Design mem_port_arbiter, sky130hd; sources not shown.
Figure 1. I/O nets highlighted (run 1).
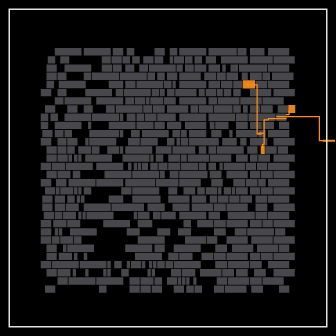
legend:
  orange:
    port: d_write
    bits: 1
    direction: input
    edge: east
    end_cells: 3
    buffers: 2
    wire: 67.7 µm
input/output buffers: 142
Ports: 143

Figure 2. Logic cells by family (run 1).
Bar = 20 µm.
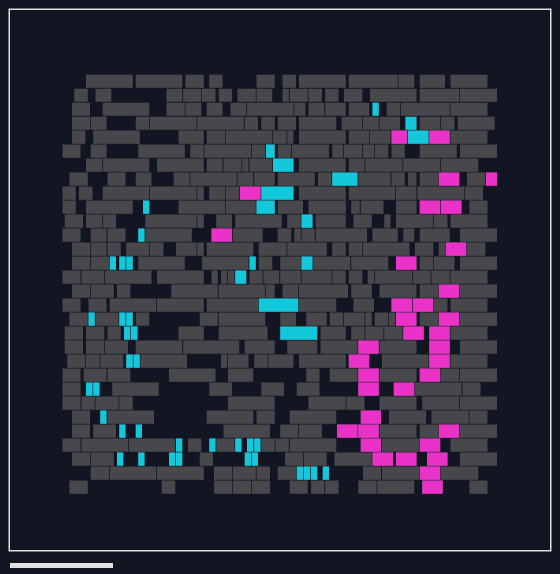
legend:
  cyan:
    family: nand cells
    cells: 46
  magenta:
    family: and/or cells
    cells: 36
most frequent logic cell in the layout: clkdlybuf4s50_1
logic share of the area: 29.0%

Figure 3. Cell placement (run 1).
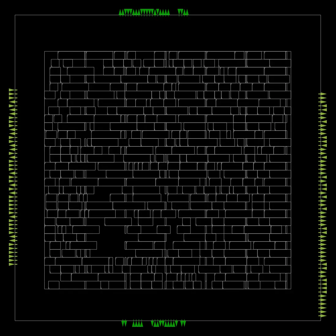
Final Util: 80.9%
flop share of the area: 22.5%
Filler cells: 393

==> ci_impl_report.md, run 1 <==
### Yosys + OpenROAD results

| Metric | Value |
|---|---|
| Net Sw Frac | 47.3% |
| Rel. slew slack | 68.4% |
| Yosys warns | 0 |
| Fmax | 546 MHz |
| WP buf/inv | 3 |
| Switching power | 5.61 mW |
| Clock power frac | 8.0% |
| Worst-path maximum fanout | 4 |
| TNS Setup | -4.35 ns |
| First-pass DRT Iterations | 5 |
| # setup viols final | 48 |
| Crit path required time | 1.84 ns |
| Area Overhead vs Synth | 128% |
| Final period util | 114% |
| Row count | 30 |
| Clock slew at reported path FFs | 0.11 ns |
| Ant. Diodes | 0 |
| Dpl hpwl | 7.13 mm |
| Metal3 WL | 1.19 mm |
| Sequential share of the synthesized area | 51.1% |
| Clock sink total | 50 |
| RSZ-0062 raised after global routing | true |
| Late-Pin Clk Latency | 0.32 ns |
| Failing checks | negative setup slack |
| TritonCTS clock tree | yes |
| Status | finished, violations left |
| Post-synth cell types | 35 |
| DR WL/cell | 23.3 µm |
| Worst reg2reg path depth | 8 |
| Hold-fix buffers, CTS | 0 |
| Remaining DRCs | 0 |
| Crit path max-delay family | flip-flops |
| Final Worst Setup Slack | -0.231 ns |
| Max Clock Skew | 0.0168 ns |
| Endpoints failing hold | 0 |
| Int Power | 6.25 mW |
| Cell count after synthesis | 241 |
run 1: power groups by stage:
stage | sequential, mW | combinational [mW] | clock [mW]
floorplan | 3.60 | 2.41 | 0
global placement | 2.16 | 6.11 | 0
detailed placement | 2.19 | 6.25 | 0
CTS | 2.18 | 7.54 | 0.952
global route | 2.29 | 9.00 | 1.03
finish | 2.21 | 8.69 | 0.955
run 1: per-layer routing:
layer	GRT usage (%)	vias to the layer above
met3	6.76	36
met5	0	-
met4	6.37	0
met1	20.9	1321
li1	-	1228
met2	31.5	174
run 1: stage by stage:
step	cell area, µm²	setup slack [ns]	std cells	total power, mW	hold WS, ns
after floorplan	2580	0.135	241	6.01	0.288
after global placement	4510	0.0236	480	8.27	0.451
after detailed placement	4510	-0.0232	480	8.44	0.457
after CTS	5270	-0.120	513	10.7	0.117
after global routing	5590	-0.277	527	12.3	0.138
final	5590	-0.231	527	11.9	0.113
run 1: cells in the mapped netlist, types with 2 or more instances:
library cell / instances
buf_2: 9
nor3_1: 4
ha_1: 6
o21ai_0: 2
dfrtp_1: 47
nor2_1: 15
a21o_1: 2
dfstp_2: 3
a21oi_1: 3
a22o_1: 16
xnor2_1: 4
nand3_1: 3
o22a_1: 2
and3_1: 33
inv_1: 8
nor2b_1: 2
nand4_1: 2
xor2_1: 4
clkbuf_1: 6
mux2i_1: 2
a22oi_1: 16
nand2_1: 39
run 1: placed cells by master (no fill, tap or decap), types with 3 or more instances in the layout:
master / n
a22o_1: 16
a22oi_2: 16
and3_4: 33
buf_12: 48
buf_4: 56
buf_6: 15
clkbuf_16: 5
clkbuf_8: 5
clkdlybuf4s50_1: 71
dfrtp_1: 46
dfstp_2: 3
ha_4: 3
inv_1: 4
inv_2: 3
nand2_1: 34
nor2_1: 9
nor2_2: 3
nor2_4: 3
nor3_4: 3
xnor2_1: 3
run 1: kinds of logic (layout without fill, tap and decap cells):
family | Yosys count | in the layout | share of synthesized area (%)
simple gates | 103 | 103 | 21.1
flops | 50 | 50 | 51.1
compound gates | 48 | 48 | 16.5
buf+inv | 23 | 213 | 3.98
xor+xnor | 8 | 8 | 2.85
fa+ha+maj | 6 | 6 | 3.06
mux | 3 | 3 | 1.43
run 1: what timing repair did:
item,CTS,global route
resized,85,23
buffers inserted,23,8
pin swaps,39,39
gates cloned,2,6
endpoints found under the setup margin,78,86
run 1: final cells by class:
class	count	area, µm²
Clock buffer	5	68.8
Clock inverter	3	48.8
Fill cell	393	1320
Inverter	8	32.5
Multi-Input combinational cell	168	1620
Sequential cell	50	1260
Tap cell	96	120
Timing Repair Buffer	197	2440
==> run 2, diff against run 1 <==
--- a/config.mk
+++ b/config.mk
@@ -12,7 +12,7 @@
 export DETAILED_ROUTE_END_ITERATION = 8
 export GPL_ROUTABILITY_DRIVEN = 0
 export HOLD_SLACK_MARGIN = 0.05
-export PLACE_DENSITY = 0.85
+export PLACE_DENSITY = 0.76
 export SETUP_SLACK_MARGIN = 0.2
 export SYNTH_ARGS = -nofsm -noshare
 export SYNTH_HDL_FRONTEND = slang
Figure 4. I/O nets highlighted (run 2).
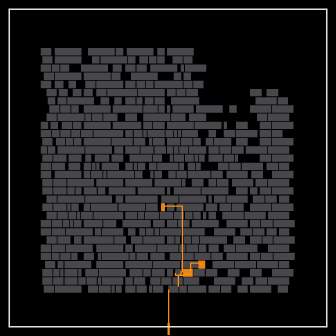
legend:
  orange:
    port: d_write
    bits: 1
    direction: input
    edge: south
    end_cells: 3
    buffers: 2
    wire: 59.3 µm

==> ci_impl_report.md, run 2 <==
### Yosys + OpenROAD results

| Metric | Value |
|---|---|
| Post-synth EDFFs | 0 (unchanged) |
| Ports | 143 (unchanged) |
| Max Slew Vio Count | 0 (unchanged) |
| Ant. Diodes | 0 (unchanged) |
| Arrival time at the worst endpoint | 1.55 ns (was 2.07 ns) |
| RSZ-0062 raised after global routing | true (unchanged) |
| Endpoints failing hold | 0 (unchanged) |
| Fmax | 584 MHz (was 546 MHz) |
| Yosys top cell by area | dfrtp_1 (unchanged) |
| Yosys cell count | 241 (unchanged) |
| Most frequent logic cell in the layout | clkdlybuf4s50_1 (unchanged) |
| Mapped Nets | 319 (unchanged) |
| TNS Setup | -1.58 ns (was -4.35 ns) |
| Failing checks | negative setup slack (unchanged) |
| Input/output buffers | 142 (unchanged) |
| Longest Clk Path Bufs | 2 (unchanged) |
| Floorplan Core Area | 6910 µm² (unchanged) |
| PD cells | 2050 nW/µm² (was 2120 nW/µm²) |
| Hold-fix buffers, CTS | 0 (unchanged) |
| Crit path required time | 1.44 ns (was 1.84 ns) |
| Worst Setup End Kind | primary output (was flop) |
| Iteration-0 DRC Markers | 104 (was 136) |
| Final Util | 82.3% (was 80.9%) |
| Slew @ Worst Pin | 0.386 ns (was 0.472 ns) |
| Worst reg2reg path depth | 5 (was 8) |
| Largest cells by area | dfrtp_1 48%, and3_1 8.4%, nand2_1 6.0% (unchanged) |
| Mean Syn Cell Area | 10.2 µm² (unchanged) |
| GRT overflow | 0 (unchanged) |
| CTS root buf | clkbuf_8 (unchanged) |
| Most common cell in the synthesized netlist | dfrtp_1 (unchanged) |
| Chip area | 11000 µm² (unchanged) |
| CP Launch Type | flop (unchanged) |
| CTS Buf Count | 5 (unchanged) |
| TritonCTS clock tree | yes (unchanged) |
| Post-synth cell types | 35 (unchanged) |
| H-tree Lvls | 2 (unchanged) |
| Final Worst Setup Slack | -0.112 ns (was -0.231 ns) |
| Global-route wire length before repair | 16.0 mm (was 16.4 mm) |
| Initial antenna violation count | 0 (unchanged) |
| Cell count after synthesis | 241 (unchanged) |
| Layout cells sized above 1 | 58.8% (was 54.1%) |
| Clock sink total | 50 (unchanged) |
| Filler cells | 343 (was 393) |
| Routed Antenna Nets | 0 (unchanged) |
| Worst-path maximum fanout | 4 (unchanged) |
| Floorplan Utilization | 35.5% (unchanged) |
| Area Overhead vs Synth | 131% (was 128%) |
| Min Tclk post-route | 1.71 ns (was 1.83 ns) |
| # setup viols final | 32 (was 48) |
| Status | finished, violations left (unchanged) |
| Final #Nets | 511 (was 508) |
| Post-synth top cells | 47 x dfrtp_1, 39 x nand2_1, 33 x and3_1, 16 x a22o_1, 16 x a22oi_1 (unchanged) |
| First-pass DRT Iterations | 4 (was 5) |
| Seq cells post-synth | 50 (unchanged) |
| Vias in the first global route | 2978 (was 2883) |
| Register-to-register setup slack | -0.03 ns (was -0.23 ns) |
| Yosys warns | 0 (unchanged) |
| Total Power | 11.6 mW (was 11.9 mW) |
| Clock slew at reported path FFs | 0.09 ns (was 0.11 ns) |
| Leak pwr | 2.50 nW (about the same) |
| Max-area cell share | 47.9% (unchanged) |
| Remaining DRCs | 0 (unchanged) |
| Final period util | 107% (was 114%) |
| Rel. slew slack | 74.2% (was 68.4%) |
| Chip height | 105 µm (unchanged) |
| Hold Slack | 0.211 ns (was 0.113 ns) |
| Max-cap violations | 0 (unchanged) |
| Synth async-reset ratio | 100% (unchanged) |
| Sequential share of the synthesized area | 51.1% (unchanged) |
| Final wirelength | 11.2 mm (was 12.3 mm) |
| Peak supply drop | 1400 µV (was 1550 µV) |
| Max Clock Skew | 0.00994 ns (was 0.0168 ns) |
| Late-Pin Clk Latency | 0.30 ns (was 0.32 ns) |
| DR WL/cell | 21.1 µm (was 23.3 µm) |
| Most numerous logic cells after layout | 71 x clkdlybuf4s50_1, 58 x buf_4, 46 x dfrtp_1, 46 x buf_12, 33 x and3_4 (was 71 x clkdlybuf4s50_1, 56 x buf_4, 48 x buf_12) |
| Row count | 30 (unchanged) |
| Drt via density | 5.17 (was 5.24) |
| Gr usage total | 17.4% (was 18.5%) |
| Synthesized area | 2450 µm² (unchanged) |
| Die width | 105 µm (unchanged) |
| Pre-CTS setup slack | -0.119 ns (was -0.0232 ns) |
| Dpl hpwl | 6.69 mm (was 7.13 mm) |
| Chip Area, Yosys | 2450 µm² (unchanged) |
run 2: kinds of logic after synthesis:
kind of cell,share of synthesized area (%)
AOI/OAI and AO/OA,16.5
DFF,51.1
muxes,1.43
and+or+nand+nor,21.1
adders and majority gates,3.06
buffers and inverters,3.98
xor gates and xnor gates,2.85
run 2: layout make-up:
class / instances / area (µm²) / area share (%)
repair buffers: 199 / 2460 / 43.3
multi-input cells: 169 / 1710 / 30.1
flip-flops and latches: 50 / 1260 / 22.1
well taps: 96 / 120 / 2.11
clock buffers: 7 / 76.3 / 1.34
inverters: 8 / 32.5 / 0.572
clock inverters: 1 / 30.0 / 0.528
run 2: power breakdown:
group          leakage, nW  internal [mW]  switching [mW]
clock network       0.0524          0.469           0.413
registers            0.632           1.83           0.434
logic                 1.82           3.95            4.55
run 2: metal layers:
layer	vias up	global-route usage [%]	part of all wire (%)
met5	-	0	0
met4	0	3.53	1.8
met3	18	5.53	7.8
met2	154	29.7	50
met1	1325	20.8	41
li1	1241	-	-
run 2: repair_timing:
action	CTS	global route
resized	82	64
buffers inserted	18	12
endpoints found under the setup margin	78	85
cloned	5	6
pin swaps	26	43
run 2: metrics by stage:
stage,cell area [µm²],cells
global route,5680,530
floorplan,2580,241
CTS,5250,512
finish,5680,530
global placement,4490,481
detailed placement,4490,481
run 2: worst max-delay path, stage by stage (launching register included):
cell     delay [ns]
dfrtp_2        0.46
nand4_4        0.16
nor3_4         0.26
o21ai_4        0.09
nor2_4         0.13
buf_12         0.14
Power is estimated from default activity; no workload was simulated.
